**config.mk**
```make
export PLATFORM = sky130hd
export DESIGN_NAME = pressure_mat_ctrl
export DESIGN_NICKNAME = d
export VERILOG_FILES = /design/src/rtl/pressure_mat_ctrl.sv
export SDC_FILE = /design/constraint.sdc
export NUM_CORES = 1
export LEC_CHECK = 0
export CORE_ASPECT_RATIO = 1.2
export CORE_UTILIZATION = 52
export DETAILED_ROUTE_END_ITERATION = 10
export PLACE_DENSITY = 0.81
export SLEW_MARGIN = 25
export SYNTH_ARGS = -nofsm -noshare
export SYNTH_HDL_FRONTEND = slang
export SYNTH_SLANG_ARGS = --single-unit
export TNS_END_PERCENT = 10
```
**constraint.sdc**
```tcl
create_clock -name clk -period 1.85 [get_ports clk]
set_input_delay 0.185 -clock clk [delete_from_list [all_inputs] [get_ports clk]]
set_output_delay 0.185 -clock clk [all_outputs]
set_load 0.01 [all_outputs]
```
**src/rtl/pressure_mat_ctrl.sv**
```systemverilog
// -----------------------------------------------------------------------------
// pressure_mat_ctrl
//
// Turns the raw, bouncy store-entrance pressure-mat contact into the clean,
// held `pressure` level used by the door opener, and counts accepted entries.
//
// Processing chain:
//   mat_raw -> 2-flop synchroniser -> debounce filter (filt)
//           -> IDLE / ACTIVE / HOLD controller -> pressure, entry_pulse,
//              entry_count
//
// Once the filtered mat releases, `pressure` stays high for a hold window of
// HOLD_CYC cycles. While the doorway obstruction sensor is active during that
// window, the window restarts. Stepping back onto the mat inside the window
// counts as the same customer: no new pulse and no new count.
//
// Parameters:
//   DEBOUNCE_CYC  consecutive differing samples needed to accept a level
//                 change (>= 1)
//   HOLD_CYC      cycles `pressure` stays high after the mat releases (>= 1)
//   CNT_W         width of entry_count
//
// Ports:
//   clk          in   system clock, rising-edge active
//   rst          in   asynchronous, active-high reset
//   mat_raw      in   raw mat contact, asynchronous to clk
//   obstruct     in   doorway obstruction sensor, synchronous to clk
//   pressure     out  registered, conditioned pressure level
//   entry_pulse  out  registered one-cycle pulse per accepted new entry
//   entry_count  out  registered, saturating count of accepted entries
// -----------------------------------------------------------------------------
module pressure_mat_ctrl #(
   parameter int DEBOUNCE_CYC = 4,
   parameter int HOLD_CYC     = 8,
   parameter int CNT_W        = 8
) (
   input  logic             clk,
   input  logic             rst,
   input  logic             mat_raw,
   input  logic             obstruct,
   output logic             pressure,
   output logic             entry_pulse,
   output logic [CNT_W-1:0] entry_count
);

   // Debounce counter only needs to reach DEBOUNCE_CYC-1 before it is
   // cleared; hold counter must be able to hold HOLD_CYC itself.
   localparam int DCNT_W = (DEBOUNCE_CYC > 1) ? $clog2(DEBOUNCE_CYC) : 1;
   localparam int HCNT_W = (HOLD_CYC > 1) ? $clog2(HOLD_CYC + 1) : 1;

   localparam logic [DCNT_W-1:0] DCNT_LAST = DCNT_W'(DEBOUNCE_CYC - 1);
   localparam logic [HCNT_W-1:0] HOLD_LOAD = HCNT_W'(HOLD_CYC);
   localparam logic [HCNT_W-1:0] HCNT_ONE  = HCNT_W'(1);
   localparam logic [CNT_W-1:0]  CNT_MAX   = '1;

   typedef enum logic [1:0] {
      ST_IDLE   = 2'd0,
      ST_ACTIVE = 2'd1,
      ST_HOLD   = 2'd2
   } state_t;

   logic              s1;
   logic              s2;
   logic              filt;
   logic [DCNT_W-1:0] dcnt;
   logic [HCNT_W-1:0] hcnt;
   state_t            state;

   // --------------------------------------------------------------------------
   // Synchroniser: mat_raw is asynchronous, so it passes through two flops
   // before any logic looks at it.
   // --------------------------------------------------------------------------
   // NOTE: every register here is reset asynchronously on rst rising, so
   // pressure drops at once even when the clock is mid-cycle; all sequential
   // state is written with non-blocking assignments so the flops update
   // together regardless of block ordering.
   always_ff @(posedge clk or posedge rst) begin
      if (rst) begin
         s1 <= 1'b0;
         s2 <= 1'b0;
      end else begin
         s1 <= mat_raw;
         s2 <= s1;
      end
   end

   // --------------------------------------------------------------------------
   // Debounce filter: filt follows s2 only after DEBOUNCE_CYC consecutive
   // samples that differ from the current filt. Any sample that agrees with
   // filt restarts the count, so shorter glitches are discarded.
   // --------------------------------------------------------------------------
   always_ff @(posedge clk or posedge rst) begin
      if (rst) begin
         filt <= 1'b0;
         dcnt <= '0;
      end else if (s2 == filt) begin
         dcnt <= '0;
      end else if (dcnt == DCNT_LAST) begin
         // This edge sees the DEBOUNCE_CYC-th differing sample.
         filt <= s2;
         dcnt <= '0;
      end else begin
         dcnt <= dcnt + DCNT_W'(1);
      end
   end

   // --------------------------------------------------------------------------
   // Entry controller. All outputs are registered in this block, so nothing
   // reaches the door opener combinationally from the sensors.
   //
   // HOLD priority: filt high (same customer re-stepping) beats obstruct,
   // and obstruct beats expiry of the window.
   // --------------------------------------------------------------------------
   always_ff @(posedge clk or posedge rst) begin
      if (rst) begin
         state       <= ST_IDLE;
         pressure    <= 1'b0;
         entry_pulse <= 1'b0;
         entry_count <= '0;
         hcnt        <= '0;
      end else begin
         // NOTE: entry_pulse is defaulted low and overridden below when an
         // entry is accepted; with non-blocking assignments the later write
         // wins, which yields a pulse exactly one cycle wide.
         entry_pulse <= 1'b0;

         case (state)
            ST_IDLE: begin
               if (filt) begin
                  state       <= ST_ACTIVE;
                  pressure    <= 1'b1;
                  entry_pulse <= 1'b1;
                  // Saturate rather than wrap; the pulse still fires.
                  if (entry_count != CNT_MAX) begin
                     entry_count <= entry_count + CNT_W'(1);
                  end
               end
            end

            ST_ACTIVE: begin
               if (!filt) begin
                  state <= ST_HOLD;
                  hcnt  <= HOLD_LOAD;
               end
            end

            ST_HOLD: begin
               if (filt) begin
                  state <= ST_ACTIVE;
               end else if (obstruct) begin
                  // Someone in the doorway: restart the full window.
                  hcnt <= HOLD_LOAD;
               end else if (hcnt == HCNT_ONE) begin
                  state    <= ST_IDLE;
                  pressure <= 1'b0;
               end else begin
                  hcnt <= hcnt - HCNT_W'(1);
               end
            end

            default: begin
               // Unreachable encoding: fall back to a safe, released state.
               state    <= ST_IDLE;
               pressure <= 1'b0;
            end
         endcase
      end
   end

endmodule

```
Figure 1. Placed standard cells (run 1).
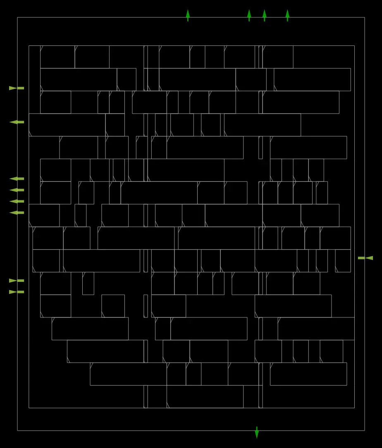
sequential cell count: 21
row count: 16
tap cells: 18
non-filler instance count after layout: 123
final-layout fill cell count: 144

Figure 2. Signal wires on met3 (run 1).
The bar under the picture is 10 um long.
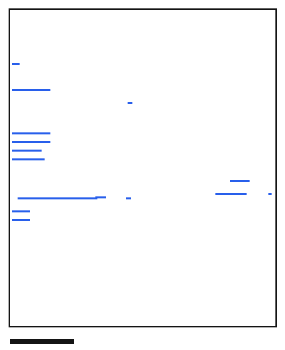
share of all routed wire = 3.3%
longest straight run = 12.2 um
wire length on this layer = 54.2 um
main direction = horizontal
nets with wire on the layer = 12
via count of the routed design: 708
met3 usage in global routing: 2.20%

==> qor.yml, run 1 <==
sta:
  maxSlewViolCount: 0
  timing_worst_slew_pin_value_ns: 0.326
  achievable-frequency_mhz: 643
  setup_viol: 0
  finalSetupTns_ns: 0
  rsz0062_at_grt: "false"
  final_hold_viol_count: 0
  final_period_minus_worst_setup_slack_ns: 1.56
  finalClockPeriodUsage_pct: 84.1
  postLayoutSetupSlackWorst_ns: 0.294
  timing.max_slew.rel_slack_pct: 78.3
detailed_routing:
  postRouteWirelength_um: 1630
  drc_violation_total_after_the_first_tritonroute_iteration: 12
  drt_pass1_iterations: 4
  detail_route.vias_per_cell: 5.76
  final_routed_drc_violation_total: 0
  wire_per_inst_um: 13.3
  ant_nets: 0
cells_and_area:
  nNetsFinal: 114
  syn_to_final_growth_pct: 19.8
  drive_above_1_share_pct: 16.2
  n_antenna_cell: 0
worst_setup_path:
  critPathKind: "reg2reg"
  worst-path-max-fanout: 3
  critPathSlowestCell: "sky130_fd_sc_hd__or4b_4"
  timing.critical_path.slowest_cell_delay_ns: 0.49
  critical_path_buf_inv_count: 1
  worstSetupPathDepth: 6
  critical-path-top-delay-family: "simple AND/OR/NAND/NOR gates"
  worstRegToRegCells: 6
  arrival_time_of_the_worst_setup_path_ns: 1.74
  worst_ep_required_time_ns: 2.04
  end_kind: "register"
  cp_cell_sequence: "inv_1 > ha_1 > or4b_4 > nand3b_2 > o21ai_2 > a2bb2oi_1"
  worstSetupStartpointType: "register"
synth:
  enable_flop_cells: 0
  ys.flop_type: "sky130_fd_sc_hd__dfrtp_1"
  ys_cells: 86
  net_count_entering_floorplan: 94
  top_cell_area_share_pct: 53.4
  synth_instances: 86
  ys_chip_area_um2: 983
  postSynth.asyncResetShare_pct: 100
  synthTopCellsByCount: "21 x sky130_fd_sc_hd__dfrtp_1, 6 x sky130_fd_sc_hd__inv_1, 6 x sky130_fd_sc_hd__nor2_1"
  ys_seq_share_pct: 53.4
  syn_avg_cell_area_um2: 11.4
  synth.distinct_cells: 31
  synth.top_cells.by_area: "sky130_fd_sc_hd__dfrtp_1 53%, sky130_fd_sc_hd__ha_1 5.1%, sky130_fd_sc_hd__mux2_2 4.6%, sky130_fd_sc_hd__xor2_1 2.7%, sky130_fd_sc_hd__a21oi_1 2.5%"
  yosys.area.top_type: "sky130_fd_sc_hd__dfrtp_1"
  ys_warn_count: 0
  synth.cell_area_um2: 983
  netlist.top_cell.by_instances: "sky130_fd_sc_hd__dfrtp_1"
  postSynthRegisterBits: 21
global_route:
  first_pass_grt_wire_length_um: 2840
  grt_use_total_pct: 18.1
  overflow: 0
  first_global_vias: 663
  grt_antenna_before_repair: 0
  pin_count_of_the_biggest_net_entering_global_routing: 14
clocking:
  tritoncts_clock_tree: "done"
  cts_inserted_buffers: 3
  clk_transition_reported_paths_ns: 0.11
  clock_sinks: 21
  cts_max_level: 1
  post_cts_buffers: 0
  cts-root-to-sink-buffers: 2
  postCtsResizedCells: 0
  cts_hold_buffers: 0
  cts_root_buf: "sky130_fd_sc_hd__clkbuf_4"
power_and_ir_drop:
  power_report.internal_total_mw: 1.08
  power.density_mw_per_mm2: 1440
  comb_power_share_pct: 41.6
  power_leakage_nw: 0.531
  netSwitchingPower_mw: 0.610
  netSwitchingFraction_pct: 36.1
  pwr-share-seq_pct: 46.0
  ir_drop_uv: 929
floorplan:
  chipWidth_um: 41.7
  floorplanUtilization_pct: 57.8
  chipArea_mm2: 0.00207
  core_area_mm2: 0.00170
  floorplan.io_pins: 14
  chipHeight_um: 49.6
placement:
  buffers_added_on_ports: 13
  placement.setup.worst_slack_ns: 0.186
  inst_count_dp: 119
  gpl.final_weighted_congestion: 0.879
status:
  run_status: "completed"
run:
  maxCapViolations: 0
  warnings: 27
worst_hold_path:
  hp_class: "in2async"
Figure 3. Clock wires, drivers and flops (run 1).
The bar under the picture is 10 um long.
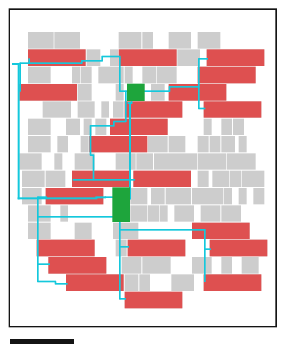
clock wires -> cyan  # length 210 um
flip-flops -> red  # count 21
clock-net drivers -> green  # count 3
flops lie = all over the die
Clock power frac: 12.4%
power attributed to the clock group: 0.209 mW
worst setup skew after layout: 0.00691 ns
Late-Pin Clk Latency: 0.29 ns

[run 1: placed cells by master, fill, tap and decap left out, drive strengths merged, types with 2 or more instances in the layout]
cell type      synthesis  routed
a21boi                 2       2
a21oi                  5       5
a31oi                  2       2
and2b                  2       2
buf                    1       3
clkbuf                 0       3
clkdlybuf4s50          0      13
dfrtp                 21      21
ha                     4       4
inv                    6       6
mux2                   4       4
nand2                  2       2
nand3                  5       5
nand3b                 2       2
nand4                  2       2
nor2                   6       6
nor2b                  2       2
nor3                   2       2
o21ai                  4       4
xnor2                  2       2
xor2                   3       3
[run 1: through the flow]
step	cell area [um2]	power [mW]	utilization [%]	hold slack, ns
after floorplan	983	1.22	-	0.162
after global placement	1150	1.47	67.6	0.334
after detailed placement	1150	1.50	67.6	0.344
after CTS	1180	1.72	69.3	0.131
after global routing	1180	1.83	69.3	0.152
final	1180	1.69	69.3	0.125
[run 1: layer usage]
metal | vias up | global-route usage [%] | part of all wire [%]
met2 | 15 | 32.0 | 52
met5 | - | 0 | 0
met4 | 0 | 9.68 | 2.2
met1 | 346 | 20.9 | 43
met3 | 4 | 2.20 | 3.3
li1 | 343 | - | -
[run 1: path summary, 6_finish.rpt]
| check | to | slack [ns] | start |
|---|---|---|---|
| worst min-delay path | pressure$_DFFE_PP0P_ | 0.12 | rst |
| worst max register to register | hcnt[3]$_DFFE_PP0P_ | 0.29 | hcnt[1]$_DFFE_PP0P_ |
| max in group asynchronous | entry_count[3]$_DFFE_PP0P_ | 1.24 | rst |
| worst min register to register | s2$_DFF_PP0_ | 0.37 | s1$_DFF_PP0_ |
| worst max-delay path | hcnt[3]$_DFFE_PP0P_ | 0.29 | hcnt[1]$_DFFE_PP0P_ |
| min in group clk | s1$_DFF_PP0_ | 0.33 | mat_raw |
[run 1: cell type report]
cell class	count	area (um2)
Fill cell	144	523
Clock inverter	1	5.00
Inverter	6	22.5
Timing Repair Buffer	16	153
Sequential cell	21	526
Clock buffer	3	22.5
Tap cell	18	22.5
Multi-Input combinational cell	58	428
[run 1: state kept, by name, indices dropped and copies added, names as in the netlist]
name	count
dcnt	2
entry_count	8
entry_pulse	1
filt	1
hcnt	4
pressure	1
s1	1
s2	1
state	2
[run 1: power groups by stage]
stage	logic (mW)	registers, mW	clock network [mW]
4_1_cts	0.716	0.782	0.221
6_report	0.703	0.779	0.209
5_1_grt	0.783	0.808	0.239
3_5_place_dp	0.713	0.789	0
2_1_floorplan	0.434	0.784	0
3_3_place_gp	0.689	0.780	0
[run 1: cells by family (layout without fill, tap and decap cells)]
family	after synthesis	in the layout	synth area share [%]
flops	21	21	53.4
mux	4	4	4.58
compound gates	18	18	11.8
buf+inv	7	26	3.05
fa+ha+maj	4	4	5.09
xor+xnor	5	5	4.45
simple gates	27	27	17.6
[run 1: worst reg2reg max path, cell delays in order, from the launching register on]
cell and delay [ns]:
sky130_fd_sc_hd__dfrtp_1 0.39, sky130_fd_sc_hd__inv_1 0.10, sky130_fd_sc_hd__ha_1 0.17, sky130_fd_sc_hd__or4b_4 0.49, sky130_fd_sc_hd__nand3b_2 0.11, sky130_fd_sc_hd__o21ai_2 0.07, sky130_fd_sc_hd__a2bb2oi_1 0.13
Figure 4. Metal layers overlaid (run 1).
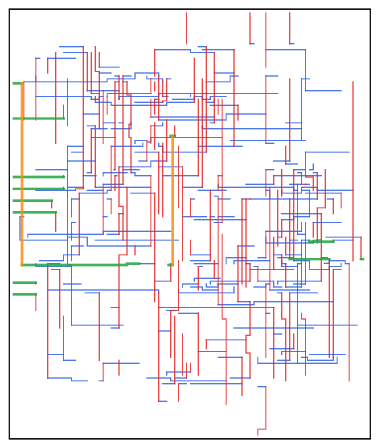

--- run 2 (diff from run 1) ---
Settings changed: CORE_UTILIZATION 52 to 47, PLACE_DENSITY 0.81 to 0.77.
Clock period 1.85 ns to 1.3 ns, I/O delays scaled along.
Figure 5. Metal layers overlaid (run 2).
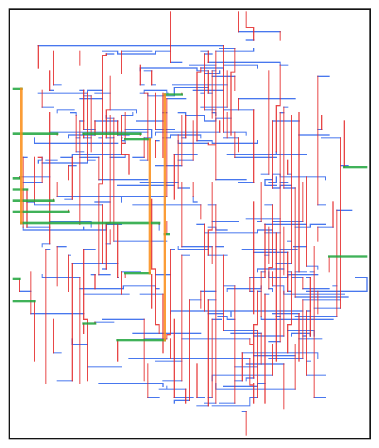
M2 -> red  # wire length 1080 um
M3 -> green  # wire length 69.5 um
M1 -> blue  # wire length 814 um
M4 -> orange  # wire length 62.6 um

Figure 6. Sequential cells grouped by signal name (run 2).
Other sequential cells in the stronger grey, the rest of the logic in the fainter grey.
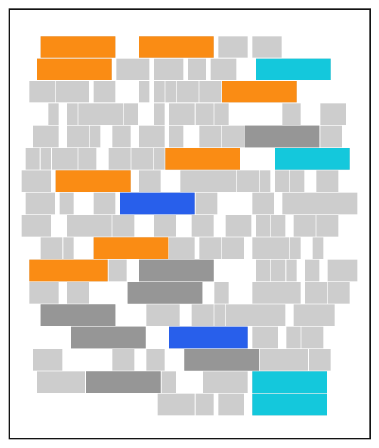
`hcnt` -> cyan  # placed flops 4
`state` -> blue  # placed flops 2
`entry_count` -> orange  # placed flops 8
not coloured = 7

==> qor.yml, run 2 <==
synth:
  ys_sh_simple_pct: 17.6  # unchanged
  synth.cell_area_um2: 983  # unchanged
  ys_seq_share_pct: 53.4  # unchanged
  synth.top_cells.by_area: "sky130_fd_sc_hd__dfrtp_1 53%, sky130_fd_sc_hd__ha_1 5.1%, sky130_fd_sc_hd__mux2_2 4.6%, sky130_fd_sc_hd__xor2_1 2.7%, sky130_fd_sc_hd__a21oi_1 2.5%"  # unchanged
  netlist_logic_family_top: "simple AND/OR/NAND/NOR gates"  # unchanged
  yosys.area_share.aoi_pct: 11.8  # unchanged
  ys_chip_area_um2: 983  # unchanged
  synth.cellmix.xorXnorShare_pct: 4.45  # unchanged
  netlist.top_cell.by_instances: "sky130_fd_sc_hd__dfrtp_1"  # unchanged
  ys_cells: 86  # unchanged
  syn_avg_cell_area_um2: 11.4  # unchanged
  ys.flop_type: "sky130_fd_sc_hd__dfrtp_1"  # unchanged
  postSynth.asyncResetShare_pct: 100  # unchanged
  top_cell_area_share_pct: 53.4  # unchanged
  net_count_entering_floorplan: 94  # unchanged
  yosys-mux-area-fraction_pct: 4.58  # unchanged
  yosys.area.top_type: "sky130_fd_sc_hd__dfrtp_1"  # unchanged
  synthTopCellsByCount: "21 x sky130_fd_sc_hd__dfrtp_1, 6 x sky130_fd_sc_hd__inv_1, 6 x sky130_fd_sc_hd__nor2_1"  # unchanged
  postSynthRegisterBits: 21  # unchanged
  ys_warn_count: 0  # unchanged
  enable_flop_cells: 0  # unchanged
  adder_share_pct: 5.09  # unchanged
  synth_instances: 86  # unchanged
  synth.distinct_cells: 31  # unchanged
cells_and_area:
  final_cell_count_no_fill: 143  # was 123
  logic_area_um2: 488  # was 428 um2
  layout.area.seq_um2: 528  # was 526 um2
  drive_above_1_share_pct: 36.3  # was 16.2%
  syn_to_final_growth_pct: 39.8  # was 19.8%
  layout_top_registers: "entry_count: 8 flops, hcnt: 4 flops"  # unchanged
  lay_top_cells: "22 x sky130_fd_sc_hd__buf_4, 19 x sky130_fd_sc_hd__dfrtp_1, 6 x sky130_fd_sc_hd__nor2_1, 6 x sky130_fd_sc_hd__clkdlybuf4s15_1"  # was 21 x sky130_fd_sc_hd__dfrtp_1, 13 x sky130_fd_sc_hd__clkdlybuf4s50_1, 6 x sky130_fd_sc_hd__inv_1, 6 x sky130_fd_sc_hd__nor2_1
  largest_register_by_flop_count: "entry_count"  # unchanged
  largest_register_ffs: 8  # unchanged
  nNetsFinal: 133  # was 114
  n_antenna_cell: 0  # unchanged
  lay_top_count: "sky130_fd_sc_hd__buf_4"  # was sky130_fd_sc_hd__dfrtp_1
  nFillCells: 151  # was 144
worst_setup_path:
  worstRegToRegCells: 6  # unchanged
  arrival_time_of_the_worst_setup_path_ns: 1.72  # was 1.74 ns
  worst-path-max-fanout: 3  # unchanged
  timing.critical_path.slowest_cell_delay_ns: 0.49  # about the same
  cp_cell_sequence: "inv_2 > ha_4 > or4b_4 > nand3b_4 > o21ai_4 > a2bb2oi_2"  # was inv_1 > ha_1 > or4b_4 > nand3b_2 > o21ai_2 > a2bb2oi_1
  critPathKind: "reg2reg"  # unchanged
  critPathLaunch: "hcnt[1]$_DFFE_PP0P_"  # unchanged
  reg2reg_to: "hcnt[3]$_DFFE_PP0P_"  # unchanged
  critical_path_buf_inv_count: 1  # unchanged
  worst_ep_required_time_ns: 1.49  # was 2.04 ns
  timing.reg2reg.setup_slack_ns: -0.23  # was 0.29 ns
  worstSetupStartpointType: "register"  # unchanged
  critical-path-top-delay-family: "simple AND/OR/NAND/NOR gates"  # unchanged
clocking:
  cts_inserted_buffers: 3  # unchanged
  cts-root-to-sink-buffers: 2  # unchanged
  clock_insertion_delay_worst_skew_ns: 0.31  # was 0.29 ns
  cts_root_buf: "sky130_fd_sc_hd__clkbuf_4"  # unchanged
  tritoncts_clock_tree: "done"  # unchanged
  clock_sinks: 21  # unchanged
  clk_transition_reported_paths_ns: 0.11  # about the same
  cts_max_level: 1  # unchanged
  cts_hold_buffers: 0  # unchanged
global_route:
  grt_use_total_pct: 21.7  # was 18.1%
  overflow: 0  # unchanged
  grt_antenna_before_repair: 0  # unchanged
  first_pass_grt_wire_length_um: 3430  # was 2840 um
  first_global_vias: 813  # was 663
  pin_count_of_the_biggest_net_entering_global_routing: 22  # was 14
placement:
  gpl.final_weighted_congestion: 0.829  # was 0.879
  inst_count_dp: 137  # was 119
floorplan:
  chipWidth_um: 43.8  # was 41.7 um
  floorplanUtilization_pct: 51.9  # was 57.8%
  core_area_mm2: 0.00189  # was 0.00170 mm2
  num_rows: 17  # was 16
  chipHeight_um: 52.1  # was 49.6 um
  floorplan.io_pins: 14  # unchanged
power_and_ir_drop:
  ir_drop_uv: 1290  # was 929 uV
  power_leakage_nw: 0.652  # was 0.531 nW
  power.density_mw_per_mm2: 2070  # was 1440 mW/mm2
sta:
  setup_viol: 9  # was 0
  postLayoutSetupSlackWorst_ns: -0.227  # was 0.294 ns
  worst_hold_slack_ns: 0.145  # was 0.125 ns
  final_hold_viol_count: 0  # unchanged
  final_period_minus_worst_setup_slack_ns: 1.53  # was 1.56 ns
  timing.max_slew.rel_slack_pct: 73.2  # was 78.3%
  achievable-frequency_mhz: 655  # was 643 MHz
  timing_worst_slew_pin_value_ns: 0.400  # was 0.326 ns
  maxSlewViolCount: 0  # unchanged
  rsz0062_at_grt: "true"  # was false
  timing.clock.skew_ns: 0.00841  # was 0.00691 ns
status:
  violations: "setup timing"
  run_status: "finished with violations"  # was completed
run:
  maxCapViolations: 0  # unchanged
  warnings: 30  # was 27
worst_hold_path:
  hp_class: "in2async"  # unchanged
detailed_routing:
  detail_route.vias_per_cell: 5.50  # was 5.76
  final_routed_drc_violation_total: 0  # unchanged
  wire_per_inst_um: 14.2  # was 13.3 um
  drc_violation_total_after_the_first_tritonroute_iteration: 3  # was 12
  ant_nets: 0  # unchanged
  drt_pass1_iterations: 4  # unchanged
Figure 7. Signal wires on met3 (run 2).
The bar under the picture is 10 um long.
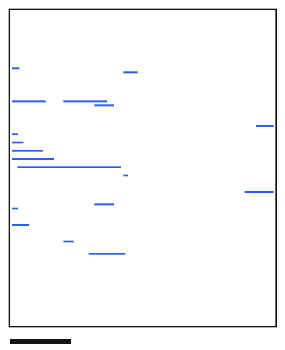
via count of the routed design: 786
met3 usage in global routing: 4.51%

==> run 2: final cells by class <==
cell class                      instances  area share, %
Sequential cell                        21           38.4
Multi-Input combinational cell         58           35.5
Timing Repair Buffer                   35           20.8
Tap cell                               19           1.73
Clock buffer                            4           1.91
Inverter                                6           1.64
==> run 2: layer usage <==
metal	part of all wire, %	global-route usage [%]
met5	0	0
met4	3.1	15.1
met3	3.4	4.51
met2	53	38.8
met1	40	21.9
==> run 2: cells by family (layout without fill, tap and decap cells) <==
kind of cell / after synthesis / count (layout)
adders and majority gates: 4 / 4
AOI/OAI and AO/OA: 18 / 18
and+or+nand+nor: 27 / 27
xor gates and xnor gates: 5 / 5
muxes: 4 / 4
DFF: 21 / 21
buffers and inverters: 7 / 45
==> run 2: worst max-delay path by stage <==
stage | to | depth (start not counted) | slack, ns
global route | hcnt[3]$_DFFE_PP0P_ | 6 | -0.27
detailed placement | hcnt[1]$_DFFE_PP0P_ | 5 | -0.25
global placement | hcnt[3]$_DFFE_PP0P_ | 5 | -0.23
floorplan | entry_count[1]$_DFFE_PP0P_ | 4 | -0.16
CTS | hcnt[3]$_DFFE_PP0P_ | 6 | -0.23
finish | hcnt[3]$_DFFE_PP0P_ | 6 | -0.23
==> run 2: per-stage QoR <==
| step | util (%) | total power [mW] | TNS (ns) | area (um2) |
|---|---|---|---|---|
| 2_1_floorplan | - | 1.79 | -0.810 | 1000 |
| 3_3_place_gp | 68.7 | 2.39 | -1.10 | 1300 |
| 3_5_place_dp | 68.7 | 2.45 | -1.26 | 1300 |
| 4_1_cts | 72.1 | 2.81 | -1.12 | 1370 |
| 5_1_grt | 72.6 | 3.05 | -1.89 | 1380 |
| 6_report | 72.6 | 2.84 | -1.05 | 1380 |
==> run 2: worst min-delay path: cells and delay by family <==
kind                   cells  cell delay, ns
buffers and inverters      3            0.72
==> run 2: what timing repair did <==
| item | in CTS | in global routing |
|---|---|---|
| endpoints found under the setup margin | 22 | 21 |
| buffers inserted | 2 | 0 |
| gates resized | 17 | 9 |
| pin swaps | 4 | 1 |
==> run 2: where the power goes <==
part / total, mW / switching [mW] / internal (mW) / leakage (nW)
logic: 1.50 / 0.684 / 0.813 / 0.378
registers: 1.04 / 0.159 / 0.877 / 0.259
clock network: 0.307 / 0.187 / 0.120 / 0.0150
Power and IR drop assume default switching activity.
